Run 1, the metal 4 layer:
(1 px per µm) Supply wires on this layer in grey. Cells faint in the background.
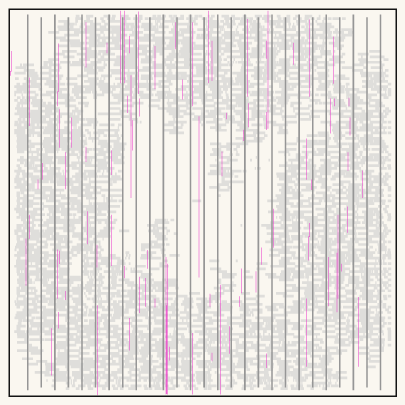
Run 1, I/O pins on the die edge:
(1 px per µm) Pins as bars across the die edge, other pins in grey.
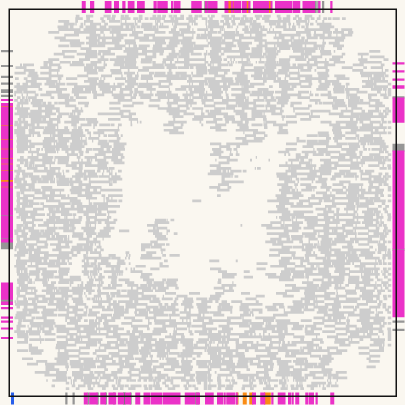
Run 1, layout detail:
Window x 264 to 314, y 264 to 314 µm. Cells in grey, sequential cells in the stronger grey; small squares are vias.
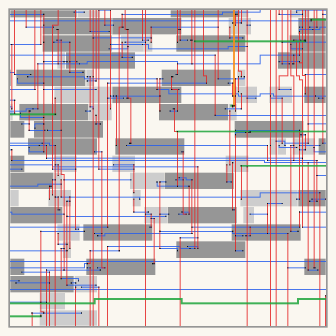
Run 1, clock nets:
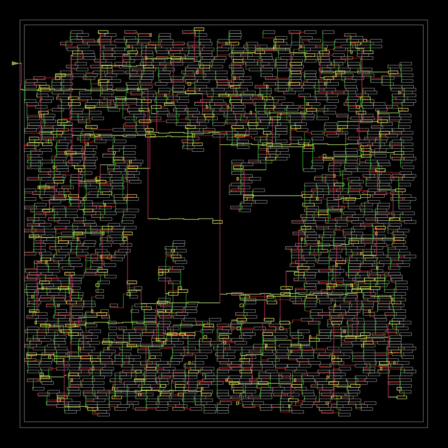
$ cat config.mk
export PLATFORM = sky130hd
export DESIGN_NAME = l2_sio_rsp_rcv
export DESIGN_NICKNAME = d
export VERILOG_FILES = /design/src/rtl/l2_sio_pkg.sv /design/src/rtl/l2_sio_rsp_buf.sv /design/src/rtl/l2_sio_rsp_rcv.sv
export SDC_FILE = /design/constraint.sdc
export NUM_CORES = 1
export LEC_CHECK = 0
export CAP_MARGIN = 20
export CORE_MARGIN = 4
export CORE_UTILIZATION = 40
export CTS_CLUSTER_DIAMETER = 50
export DETAILED_ROUTE_END_ITERATION = 10
export GPL_TIMING_DRIVEN = 0
export HOLD_SLACK_MARGIN = 0.08
export SLEW_MARGIN = 10
export SYNTH_ARGS = -nofsm -noshare
export SYNTH_HDL_FRONTEND = slang
export SYNTH_SLANG_ARGS = --single-unit
export TNS_END_PERCENT = 100
$ cat constraint.sdc
create_clock -name iol2clk -period 51.7 [get_ports iol2clk]
set_input_delay 12.925 -clock iol2clk [delete_from_list [all_inputs] [get_ports iol2clk]]
set_output_delay 12.925 -clock iol2clk [all_outputs]
set_load 0.01 [all_outputs]
$ cat src/rtl/l2_sio_pkg.sv
// Shared constants, receive FSM states and the assembled packet record for the
// L2-to-SIO response receiver.
package l2_sio_pkg;

  localparam int DATA_W           = 32;
  localparam int L2_SIO_NUM_BEATS = 16;
  localparam int PKT_DATA_W       = DATA_W * L2_SIO_NUM_BEATS;

  typedef enum logic {
    ST_IDLE = 1'b0,
    ST_DATA = 1'b1
  } rcv_state_e;

  typedef struct packed {
    logic [DATA_W-1:0]     hdr;
    logic [PKT_DATA_W-1:0] data;
    logic                  par_err;
    logic                  ue_err;
  } sio_pkt_t;

endpackage

$ cat src/rtl/l2_sio_rsp_buf.sv
// Small valid/ready FIFO of assembled packets; a pop in the same cycle frees
// room for a push, so push and pop together on a full buffer both succeed.
module l2_sio_rsp_buf
  import l2_sio_pkg::*;
#(
  parameter int BUF_DEPTH = 2
) (
  input  logic     clk,
  input  logic     reset,
  input  logic     in_vld,
  output logic     in_rdy,
  input  sio_pkt_t in_pkt,
  output logic     out_vld,
  input  logic     out_rdy,
  output sio_pkt_t out_pkt
);

  localparam int PTR_W = (BUF_DEPTH > 1) ? $clog2(BUF_DEPTH) : 1;
  localparam int CNT_W = $clog2(BUF_DEPTH + 1);
  localparam logic [PTR_W-1:0] LAST_PTR = PTR_W'(BUF_DEPTH - 1);
  localparam logic [CNT_W-1:0] FULL_CNT = CNT_W'(BUF_DEPTH);

  sio_pkt_t         mem [BUF_DEPTH];
  logic [PTR_W-1:0] wr_ptr_q, rd_ptr_q;
  logic [CNT_W-1:0] count_q;
  logic             push, pop;

  assign out_vld = (count_q != '0);
  assign pop     = out_vld && out_rdy;
  assign in_rdy  = (count_q != FULL_CNT) || pop;
  assign push    = in_vld && in_rdy;
  assign out_pkt = mem[rd_ptr_q];

  always_ff @(posedge clk) begin
    if (reset) begin
      wr_ptr_q <= '0;
      rd_ptr_q <= '0;
      count_q  <= '0;
    end else begin
      if (push) wr_ptr_q <= (wr_ptr_q == LAST_PTR) ? '0 : wr_ptr_q + 1'b1;
      if (pop)  rd_ptr_q <= (rd_ptr_q == LAST_PTR) ? '0 : rd_ptr_q + 1'b1;
      case ({push, pop})
        2'b10:   count_q <= count_q + 1'b1;
        2'b01:   count_q <= count_q - 1'b1;
        default: count_q <= count_q;
      endcase
    end
  end

  // Storage is data only; occupancy is tracked by the reset pointers above.
  always_ff @(posedge clk) begin
    if (push) mem[wr_ptr_q] <= in_pkt;
  end

endmodule

$ cat src/rtl/l2_sio_rsp_rcv.sv
// Assembles L2 response packets (header + NUM_BEATS data beats, NUM_BEATS up to
// L2_SIO_NUM_BEATS) and buffers them; parity checking with L2_SIO_RCV_PAR_CHK_EN.
module l2_sio_rsp_rcv
  import l2_sio_pkg::*;
#(
  parameter int NUM_BEATS = 16,
  parameter int BUF_DEPTH = 2
) (
  input  logic                        iol2clk,
  input  logic                        reset,
  input  logic                        l2b_sio_ctag_vld,
  input  logic [DATA_W-1:0]           l2b_sio_data,
  input  logic [1:0]                  l2b_sio_parity,
  input  logic                        l2b_sio_ue_err,
  output logic                        out_vld,
  input  logic                        out_rdy,
  output logic [DATA_W-1:0]           out_hdr,
  output logic [DATA_W*NUM_BEATS-1:0] out_data,
  output logic                        out_par_err,
  output logic                        out_ue_err,
  output logic                        ovf_err,
  output logic                        proto_err
);

  localparam int CNT_W = (NUM_BEATS > 1) ? $clog2(NUM_BEATS) : 1;
  localparam logic [CNT_W-1:0] LAST_BEAT = CNT_W'(NUM_BEATS - 1);

  rcv_state_e state_q, state_d;
  logic [CNT_W-1:0] cnt_q, cnt_d;
  logic hdr_start, beat_wr, commit;
  logic drop_q, ovf_q, proto_q;
  logic beat_par_err;

  logic [DATA_W-1:0]                hdr_p0;
  logic [NUM_BEATS-1:0][DATA_W-1:0] data_p0;
  logic [NUM_BEATS-1:0][DATA_W-1:0] data_merged;
  logic                             par_acc_p0, ue_acc_p0;

  sio_pkt_t push_pkt, head_pkt;
  logic     push_vld, buf_in_rdy;

`ifdef L2_SIO_RCV_PAR_CHK_EN
  // Even parity per half-word: the expected bit is the XOR of its 16 bits.
  function automatic logic [1:0] par_calc(input logic [DATA_W-1:0] d);
    return {^d[31:16], ^d[15:0]};
  endfunction

  assign beat_par_err = |(l2b_sio_parity ^ par_calc(l2b_sio_data));
`else
  logic unused_parity;
  assign unused_parity = ^l2b_sio_parity;
  assign beat_par_err  = 1'b0;
`endif

  always_comb begin
    state_d   = state_q;
    cnt_d     = cnt_q;
    hdr_start = 1'b0;
    beat_wr   = 1'b0;
    commit    = 1'b0;
    case (state_q)
      ST_IDLE: begin
        if (l2b_sio_ctag_vld) begin
          hdr_start = 1'b1;
          cnt_d     = '0;
          state_d   = ST_DATA;
        end
      end
      ST_DATA: begin
        if (l2b_sio_ctag_vld) begin
          // A header mid-packet abandons the partial packet and restarts.
          hdr_start = 1'b1;
          cnt_d     = '0;
        end else begin
          beat_wr = 1'b1;
          if (cnt_q == LAST_BEAT) begin
            commit  = 1'b1;
            cnt_d   = '0;
            state_d = ST_IDLE;
          end else begin
            cnt_d = cnt_q + 1'b1;
          end
        end
      end
      default: state_d = ST_IDLE;
    endcase
  end

  always_ff @(posedge iol2clk) begin
    if (reset) begin
      state_q <= ST_IDLE;
      cnt_q   <= '0;
      drop_q  <= 1'b0;
      ovf_q   <= 1'b0;
      proto_q <= 1'b0;
    end else begin
      state_q <= state_d;
      cnt_q   <= cnt_d;
      proto_q <= (state_q == ST_DATA) && l2b_sio_ctag_vld;
      if (hdr_start) begin
        drop_q <= !buf_in_rdy;
        ovf_q  <= ovf_q | !buf_in_rdy;
      end
    end
  end

  // Stage p0: header and data beat capture with error accumulation.
  always_ff @(posedge iol2clk) begin
    if (hdr_start) begin
      hdr_p0     <= l2b_sio_data;
      par_acc_p0 <= beat_par_err;
      ue_acc_p0  <= l2b_sio_ue_err;
    end else if (beat_wr) begin
      data_p0[cnt_q] <= l2b_sio_data;
      par_acc_p0     <= par_acc_p0 | beat_par_err;
      ue_acc_p0      <= ue_acc_p0 | l2b_sio_ue_err;
    end
  end

  // The last beat bypasses the p0 store so the packet is pushed in its own cycle.
  always_comb begin
    data_merged                = data_p0;
    data_merged[NUM_BEATS-1]   = l2b_sio_data;
    push_pkt.hdr               = hdr_p0;
    push_pkt.data              = PKT_DATA_W'(data_merged);
    push_pkt.par_err           = par_acc_p0 | beat_par_err;
    push_pkt.ue_err            = ue_acc_p0 | l2b_sio_ue_err;
  end

  assign push_vld = commit && !drop_q;

  l2_sio_rsp_buf #(
    .BUF_DEPTH(BUF_DEPTH)
  ) u_buf (
    .clk     (iol2clk),
    .reset   (reset),
    .in_vld  (push_vld),
    .in_rdy  (buf_in_rdy),
    .in_pkt  (push_pkt),
    .out_vld (out_vld),
    .out_rdy (out_rdy),
    .out_pkt (head_pkt)
  );

  // Outputs read zero whenever nothing is buffered, so buffer storage needs no reset.
  assign out_hdr     = out_vld ? head_pkt.hdr : '0;
  assign out_data    = out_vld ? head_pkt.data[DATA_W*NUM_BEATS-1:0] : '0;
  assign out_par_err = out_vld & head_pkt.par_err;
  assign out_ue_err  = out_vld & head_pkt.ue_err;
  assign ovf_err     = ovf_q;
  assign proto_err   = proto_q;

endmodule

==> results.py, run 1 <==
# Auto-generated metrics
metrics = {
    "cts": {
        "cts_tree": "built",
        "cts_made_buffers": 175,
        "h-tree-depth": 4,
        "cts_hold_buf": 0,
        "cts.sinks": 1616,
        "path_clk_slew_ps": 60,
        "cts_resized": 0,
        "clockRootBuffer": "clkbuf_16",
        "cts_buffer_depth": 3,
        "clk_latency_ps": 770,
        "post_cts_buffers": 0,
    },
    "route": {
        "ant_nets": 0,
        "drt_first_pass_iters": 5,
        "wirelength_um": 144200,
        "drc_errors": 0,
        "viasPerCell": 4.857,
        "vias": 28110,
        "drt_iter0_markers": 2030,
        "wl_per_cell_um": 24.92,
    },
    "placement": {
        "pre_cts_slack_ps": 34820,
        "gp_congestion": 0.7566,
        "dp_hpwl_um": 94700,
        "portBuffers": 584,
        "place_area_um2": 66630,
        "dp_cells": 5463,
    },
    "yosys": {
        "ys_seq_elements": 1616,
        "netlist_area_um2": 56990,
        "ys_top_cells_by_count": "edfxtp_1 (1603), nor2_1 (552), mux2i_1 (547), buf_2 (66), clkbuf_1 (53)",
        "ys_area_um2": 56990,
        "synth_cells": 2913,
        "synth-warning-count": 0,
        "synthDominantCellAreaShare": 0.8446,
        "synth_seq_share": 0.8492,
        "ff_type": "edfxtp_1",
        "yosys-top-cells-area": "edfxtp_1 (84%), mux2i_1 (9.6%), nor2_1 (3.6%)",
        "avgSynthCellArea_um2": 19.56,
        "synth_stat.cells": 2913,
        "synth-edff-count": 1603,
        "ys_async_sr_fraction": 0,
        "most_common_cell": "edfxtp_1",
        "synth_area_leader_cell": "edfxtp_1",
        "syn-num-nets": 2956,
    },
    "pwr": {
        "switching_share": 0.1958,
        "pwr-share-seq": 0.537,
        "power.switching_mw": 0.5229,
        "p_leak_nw": 22.34,
        "irDropWorstVdd_uv": 31.61,
        "total_power_mw": 2.670,
        "intPower_mw": 2.147,
        "power.density_nw_per_um2": 36.92,
    },
    "final_layout": {
        "drive_above_1_share": 0.1141,
        "post-route-util": 0.5109,
        "stdcell_area_um2": 72330,
        "nNetsFinal": 3793,
        "final_cells": 5787,
        "syn_to_final_growth_pct": 26.92,
    },
    "floorplanning": {
        "initCoreUtil": 0.4025,
        "die.size.y_um": 385.5,
        "dieArea_um2": 148600,
        "die_w_um": 385.5,
        "core_area_um2": 141600,
        "rows": 138,
        "ioPinCount": 588,
    },
    "grt": {
        "grt_pass1_wl_um": 201400,
        "gr-total-overflow": 0,
        "grt_pass1_vias": 28760,
        "grt_max_degree": 110,
        "gr-usage-all-layers": 0.1912,
        "antenna_found_initial": 7,
    },
    "final_timing": {
        "finalHoldViolCount": 0,
        "period_minus_slack_ps": 16860,
        "slew_viol_final": 0,
        "relSlewSlack": 0.3426,
        "fin_setup_tns_ps": 0,
        "worstMarginPinSlew_ps": 985.0,
        "holdWs_ps": 412.4,
        "clock.fmax_mhz": 59.33,
        "rsz0062_at_grt": "false",
        "setup_viol": 0,
        "finalClockPeriodUsage": 0.3260,
        "setup_slack_ps": 34840,
    },
    "setup_path": {
        "worstPathRequired_ps": 38780,
        "start_kind": "flip-flop",
        "criticalPathCategory": "reg -> out",
        "endpoint_kind": "output pin",
        "crit_path_max_fanout": 10,
        "worstPathArrival_ps": 3930,
    },
    "job": {
        "drv_cap": 0,
        "log.warning_count": 35,
    },
    "min_path": {
        "hold_path_class": "reg -> reg",
    },
    "run_status": {
        "outcome": "complete, no violations",
    },
}
Notes on 'the metal 4 layer' above:
main direction	vertical
share of all routed wire	2.4%
longest straight run	161 µm

Notes on 'I/O pins on the die edge' above:
colour	port	pins	direction	edge
orange	`out_hdr`	32	output	11 top, 11 bottom, 10 left
magenta	`out_data`	512	output	144 right, 132 top, 126 bottom, 110 left
green	`out_rdy`	1	input	bottom
blue	`l2b_sio_parity`	2	input	bottom
all pins by edge	153 right, 150 top, 149 bottom, 136 left

Notes on 'layout detail' above:
colour	layer
blue	M1
orange	M4
green	M3
red	M2
netlist names of flops here include	`u_buf.mem` (18), `data_merged` (7)
sequential cells in the window	25
cells with their middle in the window	54
most frequent	edfxtp_1 (25), mux2i_1 (9), nor2_1 (8)

Notes on 'clock nets' above:
Worst Skew: 35.08 ps
Clock Buffer Count: 219

run 1: cell usage in the layout (no fill, tap or decap), drive strengths merged, types with 2 or more instances in the layout:
cell           count
a211oi             2
buf              170
clkbuf           272
clkinv            59
edfxtp          1603
or3b               3
ha                 4
nor3               3
or4                3
mux2i            547
nor3b              5
xor2               2
inv               25
or2                2
and2              15
o31ai              2
nand2              6
nor4bb             2
a21oi              4
diode              5
nor2             552
clkdlybuf4s50    563
o21ai              2
nand3              2
bufinv            11
clkinvlp          10
dfxtp             13
run 1: cell families (layout without fill, tap and decap cells):
group,count (synthesis),after routing,share of synthesized area
flops,1616,1616,0.8492
simple gates,597,597,0.04156
mux,547,547,0.09607
buf+inv,131,1110,0.01014
compound gates,15,15,0.001756
fa+ha+maj,4,4,0.0008782
xor+xnor,2,2,0.0003074
other cells,1,6,0.00006580
run 1: path summary, 6_finish.rpt:
path	startpoint	to	cells past startpoint	slack [ps]
worst min-delay path	data_merged[1]$_DFFE_PP_	u_buf.mem[0][2]$_DFFE_PP_	0	410
worst max-delay path	flip-flop	out_data[389]	7	34840
worst max register to register	state_q$_SDFF_PP0_	u_buf.mem[1][130]$_DFFE_PP_	14	47550
worst min register to register	data_merged[1]$_DFFE_PP_	u_buf.mem[0][2]$_DFFE_PP_	0	410
run 1: layout make-up:
class / count / area, µm²
fillers: 11480 / 69250
plain buffers: 126 / 569.3
clock inverters: 100 / 937.1
inverters: 5 / 26.28
well taps: 1890 / 2365
repair buffers: 660 / 7226
clock buffers: 219 / 4753
multi-input cells: 1166 / 8048
diodes: 5 / 12.51
flip-flops and latches: 1616 / 48400
run 1: per-layer routing:
metal	global-route usage	share of wire	vias to the layer above
met5	0	0	-
li1	-	-	12760
met1	0.2478	0.42	14320
met4	0.05304	0.024	0
met2	0.3196	0.49	818
met3	0.05030	0.069	216
run 1: worst max-delay path, stage by stage (launching register included):
cell	delay, ps
dfxtp_1	300
clkbuf_1	160
buf_2	530
buf_2	710
buf_2	440
mux2i_1	150
nor2_1	250
clkdlybuf4s50_1	600
run 1: power by group through the flow:
stage	clock [mW]	combinational (mW)	sequential, mW
2_1_floorplan	0	0.00161	1.46
3_3_place_gp	0	0.0207	1.46
3_5_place_dp	0	0.0224	1.46
4_1_cts	1.25	0.0225	1.43
5_1_grt	1.30	0.0227	1.43
6_report	1.22	0.0215	1.43
run 1: flip-flops by register name, summed over array words and instances (netlist names), named ones only:
register and flops:
cnt_q 4, data_merged 480, drop_q 1, hdr_p0 32, ovf_err 1, proto_err 1, state_q 1, u_buf.count_q 2
u_buf.mem 1090, u_buf.rd_ptr_q 1, u_buf.wr_ptr_q 1, ue_acc_p0 1
Run 1, metal 3:
(1 px per µm) Cells faint in the background.
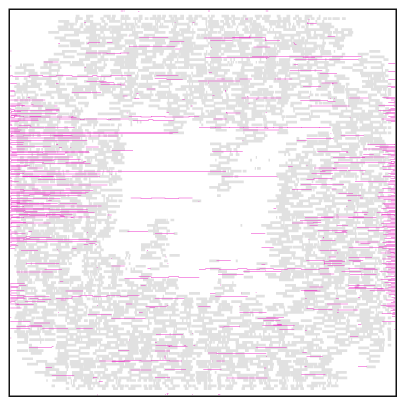

==> run 2: changes to the inputs <==
==> constraint.sdc (replaced) <==
create_clock -name iol2clk -period 16.2 [get_ports iol2clk]
set_input_delay 4.05 -clock iol2clk [delete_from_list [all_inputs] [get_ports iol2clk]]
set_output_delay 4.05 -clock iol2clk [all_outputs]
set_load 0.01 [all_outputs]
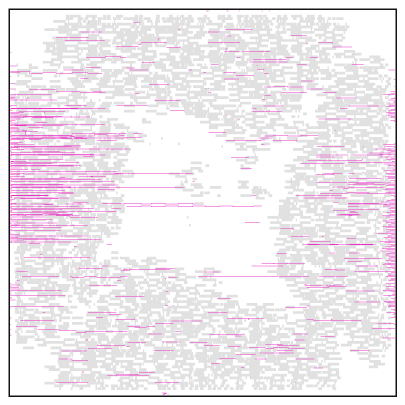
Run 2: metal 3
(1 px per µm) Cells faint in the background.
nets with wire on the layer	407
share of all routed wire	7.5%

==> results.py, run 2 <==
# Auto-generated metrics
metrics = {
    "final_layout": {
        "fillCellCount": 11540,
        "drive_above_1_share": 0.1148,
        "largest-register": "u_buf.mem",
        "largest_reg_flops": 1090,
        "syn_to_final_growth_pct": 26.82,
        "final_cells": 5785,
        "layout_top_cell": "edfxtp_1",
        "nNetsFinal": 3802,
    },
    "yosys": {
        "ys_area_um2": 56990,
        "synth_stat.cells": 2913,
        "synth-compound-area-share": 0.001756,
        "synth_cells": 2913,
        "yosys-top-cells-area": "edfxtp_1 (84%), mux2i_1 (9.6%), nor2_1 (3.6%)",
        "synth-warning-count": 0,
        "simple_gate_share": 0.04156,
        "xor_share": 0.0003074,
        "synth.logic.top_family": "multiplexers",
        "synthMuxAreaShare": 0.09607,
        "avgSynthCellArea_um2": 19.56,
        "synth_seq_share": 0.8492,
        "most_common_cell": "edfxtp_1",
        "netlist_area_um2": 56990,
        "ys_top_cells_by_count": "edfxtp_1 (1603), nor2_1 (552), mux2i_1 (547), buf_2 (66), clkbuf_1 (53)",
        "ff_type": "edfxtp_1",
        "synthDominantCellAreaShare": 0.8446,
        "adder_share": 0.0008782,
        "synth-edff-count": 1603,
        "synth_area_leader_cell": "edfxtp_1",
        "ys_seq_elements": 1616,
        "ys_async_sr_fraction": 0,
    },
    "grt": {
        "grt_max_degree": 40,
        "gr-total-overflow": 0,
        "antenna_found_initial": 11,
        "grt_pass1_vias": 28630,
        "gr-usage-all-layers": 0.1916,
        "grt_pass1_wl_um": 201200,
    },
    "cts": {
        "path_clk_slew_ps": 60,
        "cts_resized": 0,
        "cts_tree": "built",
        "cts_hold_buf": 0,
        "clockRootBuffer": "clkbuf_16",
        "post_cts_buffers": 0,
        "cts_buffer_depth": 3,
        "cts.sinks": 1616,
        "h-tree-depth": 4,
        "cts_made_buffers": 172,
    },
    "floorplanning": {
        "core_area_um2": 141600,
        "die.size.y_um": 385.5,
        "rows": 138,
        "ioPinCount": 588,
        "die_w_um": 385.5,
        "initCoreUtil": 0.4025,
    },
    "final_timing": {
        "finalClockPeriodUsage": 0.4937,
        "relSlewSlack": 0.3534,
        "skew_ps": 33.34,
        "worstMarginPinSlew_ps": 968.8,
        "setup_viol": 0,
        "period_minus_slack_ps": 7999,
        "rsz0062_at_grt": "false",
        "clock.fmax_mhz": 125.0,
    },
    "pwr": {
        "total_power_mw": 8.392,
        "irDropWorstVdd_uv": 89.06,
        "p_leak_nw": 22.32,
        "power.density_nw_per_um2": 116.1,
    },
    "setup_path": {
        "crit_path_max_fanout": 10,
        "worstPathArrival_ps": 3950,
        "start_kind": "flip-flop",
        "worstPathRequired_ps": 12150,
        "criticalPathCategory": "reg -> out",
        "endpoint_kind": "output pin",
        "slowest_delay_ps": 740,
        "crit_buf_inv": 5,
        "crit_path_frequent_cell": "buf_2",
        "cpLargestDelayFamily": "buffers and inverters",
        "crit_slowest_cell": "clkdlybuf4s50_1",
    },
    "placement": {
        "portBuffers": 584,
        "gp_congestion": 0.7407,
        "dp_hpwl_um": 95990,
        "dp_cells": 5475,
    },
    "route": {
        "drt_first_pass_iters": 5,
        "drc_errors": 0,
        "wl_per_cell_um": 24.94,
        "ant_nets": 0,
        "wirelength_um": 144300,
        "vias": 28080,
        "drt_iter0_markers": 2097,
    },
    "job": {
        "drv_cap": 0,
        "log.warning_count": 33,
    },
    "run_status": {
        "outcome": "complete, no violations",
    },
    "min_path": {
        "hold_path_class": "reg -> reg",
    },
}
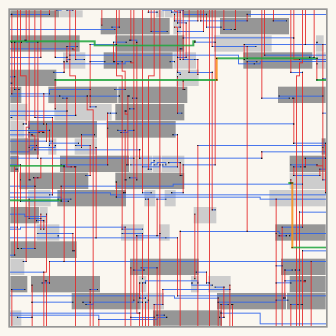
Run 2: layout detail
Window x 264 to 314, y 264 to 314 µm. Cells in grey, sequential cells in the stronger grey; small squares are vias.
colour	layer
orange	M4
red	M2
blue	M1
green	M3
most frequent	edfxtp_1 (28), mux2i_1 (8)
netlist names of flops here include	`u_buf.mem` (19), `data_merged` (9)
sequential cells in the window	28
cells with their middle in the window	57

==> run 2: cell counts after synthesis <==
Identical to the previous run, type by type.
==> run 2: routing by layer <==
| layer | vias up | global-route usage | part of all wire |
|---|---|---|---|
| met1 | 14320 | 0.2457 | 0.41 |
| met5 | - | 0 | 0 |
| met3 | 182 | 0.05559 | 0.075 |
| li1 | 12760 | - | - |
| met4 | 0 | 0.05520 | 0.024 |
| met2 | 819 | 0.3184 | 0.49 |
==> run 2: path summary, 6_finish.rpt <==
path	startpoint	to	slack [ps]	depth (start not counted)
worst max-delay path	flip-flop	out_data[379]	8200	7
worst min-delay path	data_merged[54]$_DFFE_PP_	u_buf.mem[0][55]$_DFFE_PP_	440	0
worst max register to register	state_q$_SDFF_PP0_	u_buf.mem[1][156]$_DFFE_PP_	11760	15
worst min register to register	data_merged[54]$_DFFE_PP_	u_buf.mem[0][55]$_DFFE_PP_	440	0
==> run 2: per-stage QoR <==
| stage | setup WS, ps | setup TNS, ps | utilization | hold WS, ps | cell area [µm²] |
|---|---|---|---|---|---|
| after floorplan | -2234 | -1217600 | - | 421.5 | 57010 |
| after global placement | -13650 | - | 0.4606 | 421.7 | 65220 |
| after detailed placement | 7917 | 0 | 0.4721 | 429.0 | 66840 |
| after CTS | 7977 | 0 | 0.5105 | 429.0 | 72270 |
| after global routing | 7888 | 0 | 0.5105 | 437.2 | 72270 |
| final | 8201 | 0 | 0.5105 | 436.0 | 72280 |
==> run 2: layout make-up <==
cell class	instances	area, µm²	share of cell area
clock inverters	97	874.6	0.01210
clock buffers	212	4561	0.06310
flip-flops and latches	1616	48400	0.6696
multi-input cells	1166	8053	0.1114
diodes	1	2.502	0.00003462
inverters	5	22.52	0.0003116
well taps	1890	2365	0.03272
plain buffers	126	569.3	0.007877
repair buffers	672	7433	0.1028
==> run 2: logic make-up after synthesis <==
kind of cell    after synthesis
buf+inv                     131
compound gates               15
mux                         547
xor+xnor                      2
simple gates                597
flops                      1616
other cells                   1
fa+ha+maj                     4
==> run 2: power by group <==
part           total (mW)  internal (mW)  switching (mW)
clock network        3.75           2.16            1.59
logic              0.0696         0.0135          0.0561
registers            4.57           4.57         0.00513
No activity file was given, so power comes from the tool's default toggle rates.
